==> src/rtl/ccc_lock_reset_seq_if.sv <==
// Control/status bundle between MSS firmware (master) and the CCC lock reset sequencer (slave).
// SOFT_RST and CLR_STATUS are level-sampled single-cycle strobes on FAB_CLK; there is no valid/ready pair on this block.
interface ccc_lock_reset_seq_if #(
  parameter int CNT_W = 8
);
  logic             FAB_LOCK;
  logic             MSS_LOCK;
  logic             SOFT_RST;
  logic             CLR_STATUS;
  logic             FAB_RST_N;
  logic             CLK_READY;
  logic             LOCK_LOST;
  logic [CNT_W-1:0] LOSS_CNT;
  logic [1:0]       DBG_STATE;

  modport master (
    output FAB_LOCK, MSS_LOCK, SOFT_RST, CLR_STATUS,
    input  FAB_RST_N, CLK_READY, LOCK_LOST, LOSS_CNT, DBG_STATE
  );

  modport slave (
    input  FAB_LOCK, MSS_LOCK, SOFT_RST, CLR_STATUS,
    output FAB_RST_N, CLK_READY, LOCK_LOST, LOSS_CNT, DBG_STATE
  );
endinterface

==> src/rtl/ccc_lock_reset_seq.sv <==
// Sequences the fabric reset from the CCC lock outputs: HOLD -> WAIT -> SETTLE -> RUN, with sticky loss status.
// Optional feature macro CCC_LOCK_GLITCH_FILTER_EN: in RUN, only GLITCH_CYCLES consecutive low lock cycles count as loss.
module ccc_lock_reset_seq #(
  parameter int SYNC_STAGES        = 2,
  parameter int MIN_RST_CYCLES     = 16,
  parameter int LOCK_STABLE_CYCLES = 1024,
`ifdef CCC_LOCK_GLITCH_FILTER_EN
  parameter int GLITCH_CYCLES      = 4,
`endif
  parameter int CNT_W              = 8
) (
  input logic                 FAB_CLK,
  input logic                 M2F_RESET_N,
  ccc_lock_reset_seq_if.slave bus
);

  typedef enum logic [1:0] {
    ST_HOLD   = 2'd0,
    ST_WAIT   = 2'd1,
    ST_SETTLE = 2'd2,
    ST_RUN    = 2'd3
  } state_t;

  localparam int SEQ_MAX = (MIN_RST_CYCLES > LOCK_STABLE_CYCLES) ? MIN_RST_CYCLES : LOCK_STABLE_CYCLES;
  localparam int SEQ_W   = $clog2(SEQ_MAX + 1);
  localparam logic [SEQ_W-1:0] HOLD_LAST   = SEQ_W'(MIN_RST_CYCLES - 1);
  localparam logic [SEQ_W-1:0] SETTLE_LAST = SEQ_W'(LOCK_STABLE_CYCLES - 1);
  localparam logic [CNT_W-1:0] CNT_SAT     = '1;

  logic [SYNC_STAGES-1:0] fab_sync;
  logic [SYNC_STAGES-1:0] mss_sync;
  logic                   lock_s;

  state_t            state;
  state_t            state_nx;
  logic [SEQ_W-1:0]  seq_cnt;
  logic [SEQ_W-1:0]  seq_cnt_nx;
  logic              fab_rst_n;
  logic              clk_ready;
  logic              lock_lost;
  logic              lock_lost_nx;
  logic [CNT_W-1:0]  loss_cnt;
  logic [CNT_W-1:0]  loss_cnt_nx;
  logic [CNT_W-1:0]  cnt_base;
  logic              loss_det;
  logic              loss_evt;

  always_ff @(posedge FAB_CLK or negedge M2F_RESET_N) begin
    if (!M2F_RESET_N) begin
      fab_sync <= '0;
      mss_sync <= '0;
    end else begin
      fab_sync <= {fab_sync[SYNC_STAGES-2:0], bus.FAB_LOCK};
      mss_sync <= {mss_sync[SYNC_STAGES-2:0], bus.MSS_LOCK};
    end
  end

  assign lock_s = fab_sync[SYNC_STAGES-1] & mss_sync[SYNC_STAGES-1];

`ifdef CCC_LOCK_GLITCH_FILTER_EN
  localparam int LOW_W = $clog2(GLITCH_CYCLES + 1);
  localparam logic [LOW_W-1:0] LOW_LAST = LOW_W'(GLITCH_CYCLES - 1);

  logic [LOW_W-1:0] low_cnt;

  // Low-run counter only lives in RUN; any lock_s=1 or leaving RUN restarts it.
  always_ff @(posedge FAB_CLK or negedge M2F_RESET_N) begin
    if (!M2F_RESET_N) begin
      low_cnt <= '0;
    end else if (state_nx != ST_RUN || lock_s) begin
      low_cnt <= '0;
    end else begin
      low_cnt <= low_cnt + LOW_W'(1);
    end
  end

  assign loss_det = (state == ST_RUN) && !lock_s && (low_cnt == LOW_LAST);
`else
  assign loss_det = (state == ST_RUN) && !lock_s;
`endif

  // A soft reset takes priority, so a coincident loss is not recorded.
  assign loss_evt = loss_det & ~bus.SOFT_RST;

  always_comb begin
    state_nx   = state;
    seq_cnt_nx = seq_cnt;
    case (state)
      ST_HOLD: begin
        if (seq_cnt == HOLD_LAST) begin
          state_nx   = ST_WAIT;
          seq_cnt_nx = '0;
        end else begin
          seq_cnt_nx = seq_cnt + SEQ_W'(1);
        end
      end
      ST_WAIT: begin
        seq_cnt_nx = '0;
        if (lock_s) begin
          state_nx = ST_SETTLE;
        end
      end
      ST_SETTLE: begin
        if (!lock_s) begin
          state_nx   = ST_WAIT;
          seq_cnt_nx = '0;
        end else if (seq_cnt == SETTLE_LAST) begin
          state_nx   = ST_RUN;
          seq_cnt_nx = '0;
        end else begin
          seq_cnt_nx = seq_cnt + SEQ_W'(1);
        end
      end
      ST_RUN: begin
        seq_cnt_nx = '0;
        if (loss_det) begin
          state_nx = ST_HOLD;
        end
      end
      default: begin
        state_nx   = ST_HOLD;
        seq_cnt_nx = '0;
      end
    endcase
    if (bus.SOFT_RST) begin
      state_nx   = ST_HOLD;
      seq_cnt_nx = '0;
    end
  end

  // A clear in the same cycle as a counted loss leaves exactly that one loss recorded.
  always_comb begin
    cnt_base    = bus.CLR_STATUS ? '0 : loss_cnt;
    loss_cnt_nx = cnt_base;
    if (loss_evt && cnt_base != CNT_SAT) begin
      loss_cnt_nx = cnt_base + CNT_W'(1);
    end
    lock_lost_nx = loss_evt | (lock_lost & ~bus.CLR_STATUS);
  end

  always_ff @(posedge FAB_CLK or negedge M2F_RESET_N) begin
    if (!M2F_RESET_N) begin
      state     <= ST_HOLD;
      seq_cnt   <= '0;
      fab_rst_n <= 1'b0;
      clk_ready <= 1'b0;
      lock_lost <= 1'b0;
      loss_cnt  <= '0;
    end else begin
      state     <= state_nx;
      seq_cnt   <= seq_cnt_nx;
      fab_rst_n <= (state_nx == ST_RUN);
      clk_ready <= (state_nx == ST_RUN);
      lock_lost <= lock_lost_nx;
      loss_cnt  <= loss_cnt_nx;
    end
  end

  assign bus.FAB_RST_N = fab_rst_n;
  assign bus.CLK_READY = clk_ready;
  assign bus.LOCK_LOST = lock_lost;
  assign bus.LOSS_CNT  = loss_cnt;
  assign bus.DBG_STATE = state;

endmodule

==> src/flat_wrapper.sv <==
// flat-port wrapper written by rule: the top's interface ports become plain ports
module ccc_lock_reset_seq_flat 
#(
  parameter int SYNC_STAGES        = 2,
  parameter int MIN_RST_CYCLES     = 16,
  parameter int LOCK_STABLE_CYCLES = 1024,

  parameter int CNT_W              = 8
)
  (FAB_CLK, M2F_RESET_N, bus_FAB_LOCK, bus_MSS_LOCK, bus_SOFT_RST, bus_CLR_STATUS, bus_FAB_RST_N, bus_CLK_READY, bus_LOCK_LOST, bus_LOSS_CNT, bus_DBG_STATE);
  ccc_lock_reset_seq_if #(.CNT_W(CNT_W)) bus_i ();
  input logic FAB_CLK;
  input logic M2F_RESET_N;
  input wire logic [$bits(bus_i.FAB_LOCK)-1:0] bus_FAB_LOCK;
  input wire logic [$bits(bus_i.MSS_LOCK)-1:0] bus_MSS_LOCK;
  input wire logic [$bits(bus_i.SOFT_RST)-1:0] bus_SOFT_RST;
  input wire logic [$bits(bus_i.CLR_STATUS)-1:0] bus_CLR_STATUS;
  output wire logic [$bits(bus_i.FAB_RST_N)-1:0] bus_FAB_RST_N;
  output wire logic [$bits(bus_i.CLK_READY)-1:0] bus_CLK_READY;
  output wire logic [$bits(bus_i.LOCK_LOST)-1:0] bus_LOCK_LOST;
  output wire logic [$bits(bus_i.LOSS_CNT)-1:0] bus_LOSS_CNT;
  output wire logic [$bits(bus_i.DBG_STATE)-1:0] bus_DBG_STATE;
  assign bus_i.FAB_LOCK = bus_FAB_LOCK;
  assign bus_i.MSS_LOCK = bus_MSS_LOCK;
  assign bus_i.SOFT_RST = bus_SOFT_RST;
  assign bus_i.CLR_STATUS = bus_CLR_STATUS;
  assign bus_FAB_RST_N = bus_i.FAB_RST_N;
  assign bus_CLK_READY = bus_i.CLK_READY;
  assign bus_LOCK_LOST = bus_i.LOCK_LOST;
  assign bus_LOSS_CNT = bus_i.LOSS_CNT;
  assign bus_DBG_STATE = bus_i.DBG_STATE;
  ccc_lock_reset_seq #(.SYNC_STAGES(SYNC_STAGES), .MIN_RST_CYCLES(MIN_RST_CYCLES), .LOCK_STABLE_CYCLES(LOCK_STABLE_CYCLES), .CNT_W(CNT_W)) u_core (.FAB_CLK(FAB_CLK), .M2F_RESET_N(M2F_RESET_N), .bus(bus_i));
endmodule
==> config.mk <==
export PLATFORM = sky130hd
export DESIGN_NAME = ccc_lock_reset_seq_flat
export DESIGN_NICKNAME = d
export VERILOG_FILES = /design/src/rtl/ccc_lock_reset_seq_if.sv /design/src/rtl/ccc_lock_reset_seq.sv /design/src/flat_wrapper.sv
export SDC_FILE = /design/constraint.sdc
export NUM_CORES = 1
export LEC_CHECK = 0
export CORE_MARGIN = 2
export CORE_UTILIZATION = 56
export DETAILED_ROUTE_END_ITERATION = 10
export PLACE_DENSITY = 0.8
export SETUP_SLACK_MARGIN = 0.02
export SLEW_MARGIN = 20
export SYNTH_ARGS = -nofsm -noshare
export SYNTH_HDL_FRONTEND = slang
export SYNTH_SLANG_ARGS = --single-unit
export TNS_END_PERCENT = 10
==> constraint.sdc <==
create_clock -name FAB_CLK -period 3.28 [get_ports FAB_CLK]
set_clock_uncertainty 0.05 [all_clocks]
set_input_delay 0.82 -clock FAB_CLK [delete_from_list [all_inputs] [get_ports FAB_CLK]]
set_output_delay 0.82 -clock FAB_CLK [all_outputs]
set_load 0.05 [all_outputs]
==> impl_metrics.yaml <==
# yosys + openroad results
sta:
  finalWorstPathRequiredPeriod_ns: 2.59
  setup_total_negative_slack_ns: 0
  setup_slack_ns: 0.691
  report.final.slew_viol_count: 0
routing:
  detail_route.drc_violations: 0
  detail_route.wl_per_cell_um: 13.9
  routed-wl-met3_um: 89
  detail_route.wirelength_mm: 2.44
  vias: 992
  highest_layer: "met4"
  initialDrtViolationCount: 22
worst_setup_path:
  critical_path_class: "reg2out"
  critical_path.startpoint: "u_core.bus.DBG_STATE[0]"
  worst_r2r_startpoint: "u_core.bus.LOSS_CNT[0]"
  regToRegEndpoint: "u_core.bus.LOSS_CNT[1]"
  timing.critical_path.to: "bus_DBG_STATE[0]"
  r2r.worst_path.cells: 6
floorplanning:
  std_cell_rows: 17
  design.die.area_mm2: 0.00270
pwr:
  power_per_cell_area_mw_per_mm2: 337
  share_comb_of_total_power_pct: 5.3
  p_seq_share_pct: 65.8
  power.switching_fraction_pct: 23.6
  clock_share_of_power_pct: 28.9
clock_network:
  ctsHoldBuffers: 0
  cts-resized-gates: 0
  ctsRootBufferMaster: "sky130_fd_sc_hd__clkbuf_4"
  clock_network_latency_to_the_later_pin_of_the_worst_skew_pair_ns: 0.34
  clk_transition_reported_paths_ns: 0.15
  clk_path_buf_depth: 2
placement:
  postPlaceCellArea_mm2: 0.00151
  dp_cells: 171
  placement.io_buffers: 18
yosys:
  synthMuxAreaShare_pct: 1.75
  yosys_register_bits: 27
  syn_inst: 125
  synth-simple-area-share_pct: 24.9
  synth_cell_type_count: 31
  cells_yosys: 125
  synth.cellmix.xorXnorShare_pct: 6.81
run_status:
  outcome: "finished, final reports clean"
worst_hold_path:
  worstHoldEndpoint: "u_core.fab_sync[1]"
  min_path_cells: 0
finish:
  register_area_um2: 676
  final_net_count: 156
  syn_to_final_growth_pct: 19.8
sequential cells by signal, indices dropped and copies added, names as in the netlist:
register,flops
u_core.mss_sync,2
u_core.bus.LOSS_CNT,8
u_core.bus.FAB_RST_N,1
u_core.seq_cnt,11
u_core.fab_sync,2
u_core.bus.DBG_STATE,2
u_core.bus.LOCK_LOST,1
routing by layer:
layer / GRT usage [%] / up-vias
met5: 0 / -
li1: - / 485
met2: 33.3 / 25
met1: 26.1 / 478
met4: 14.0 / 0
met3: 3.45 / 4
power groups by stage:
stage	clock network [mW]	registers (mW)	logic (mW)
6_report	0.150	0.342	0.0276
5_1_grt	0.166	0.343	0.0321
4_1_cts	0.157	0.342	0.0283
2_1_floorplan	0	0.347	0.0103
3_3_place_gp	0	0.348	0.0274
3_5_place_dp	0	0.348	0.0283
cell usage after synthesis, types with 3 or more instances:
master	count	area (um2)
sky130_fd_sc_hd__dfrtp_1	27	676
sky130_fd_sc_hd__nor2_1	13	48.8
sky130_fd_sc_hd__nand2_1	8	30.0
sky130_fd_sc_hd__xnor2_1	8	70.1
sky130_fd_sc_hd__nand3_1	7	35.0
sky130_fd_sc_hd__nor3_1	7	35.0
sky130_fd_sc_hd__a21oi_1	5	25.0
sky130_fd_sc_hd__inv_1	5	18.8
sky130_fd_sc_hd__nand4_1	5	31.3
sky130_fd_sc_hd__nor2b_1	5	31.3
sky130_fd_sc_hd__nand2b_1	3	18.8
sky130_fd_sc_hd__o21ai_0	3	15.0
sky130_fd_sc_hd__o31ai_1	3	22.5
layout make-up:
type / instances / area share [%]
clock buffers: 3 / 1.46
clock inverters: 1 / 0.487
inverters: 5 / 1.22
multi-input cells: 89 / 37.1
flip-flops and latches: 27 / 43.8
well taps: 28 / 2.27
repair buffers: 22 / 13.6
Fig. 1: where the registers sit
Bar = 20 um.
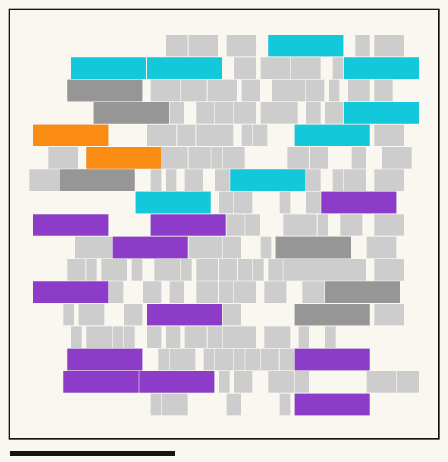
u_core.seq_cnt: in purple, flops 11. u_core.bus.LOSS_CNT: in cyan, flops 8. u_core.fab_sync: in orange, flops 2.
Another 6 sequential cells are not colored.
fraction of standard cell area that is sequential: 43.8%
Sequential Power: 0.342 mW

Fig. 2: local utilization
Bar = 20 um. The die is cut into 10 by 10 equal tiles; white is low, dark blue is high, 0 to 100% covered.
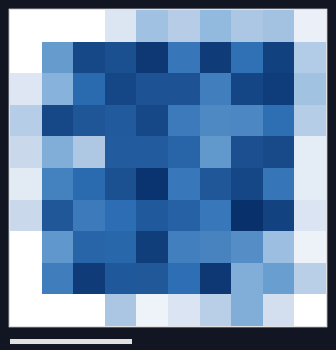
38% of the tiles are over 75% full. The densest ninth of the die: center. The mean over all tiles is 56%. 10% of the tiles are nearly empty. The fullest tile reaches 100%.
floorplan-stage core utilization: 58.7%
area of the core: 0.00219 mm2
final core occ: 70.4%

Fig. 3: cell placement
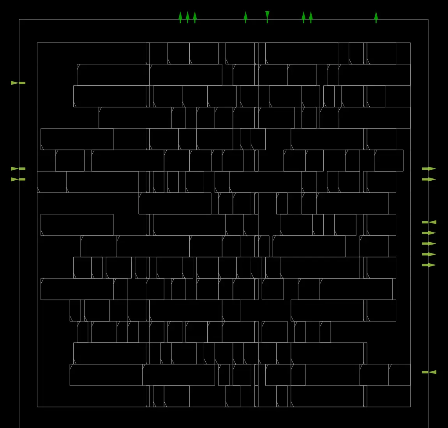
number of tapcells: 28
tally of non-filler cells in the final layout: 175
fill cell instance count of the final layout: 169

Power is estimated from default activity; no workload was simulated.
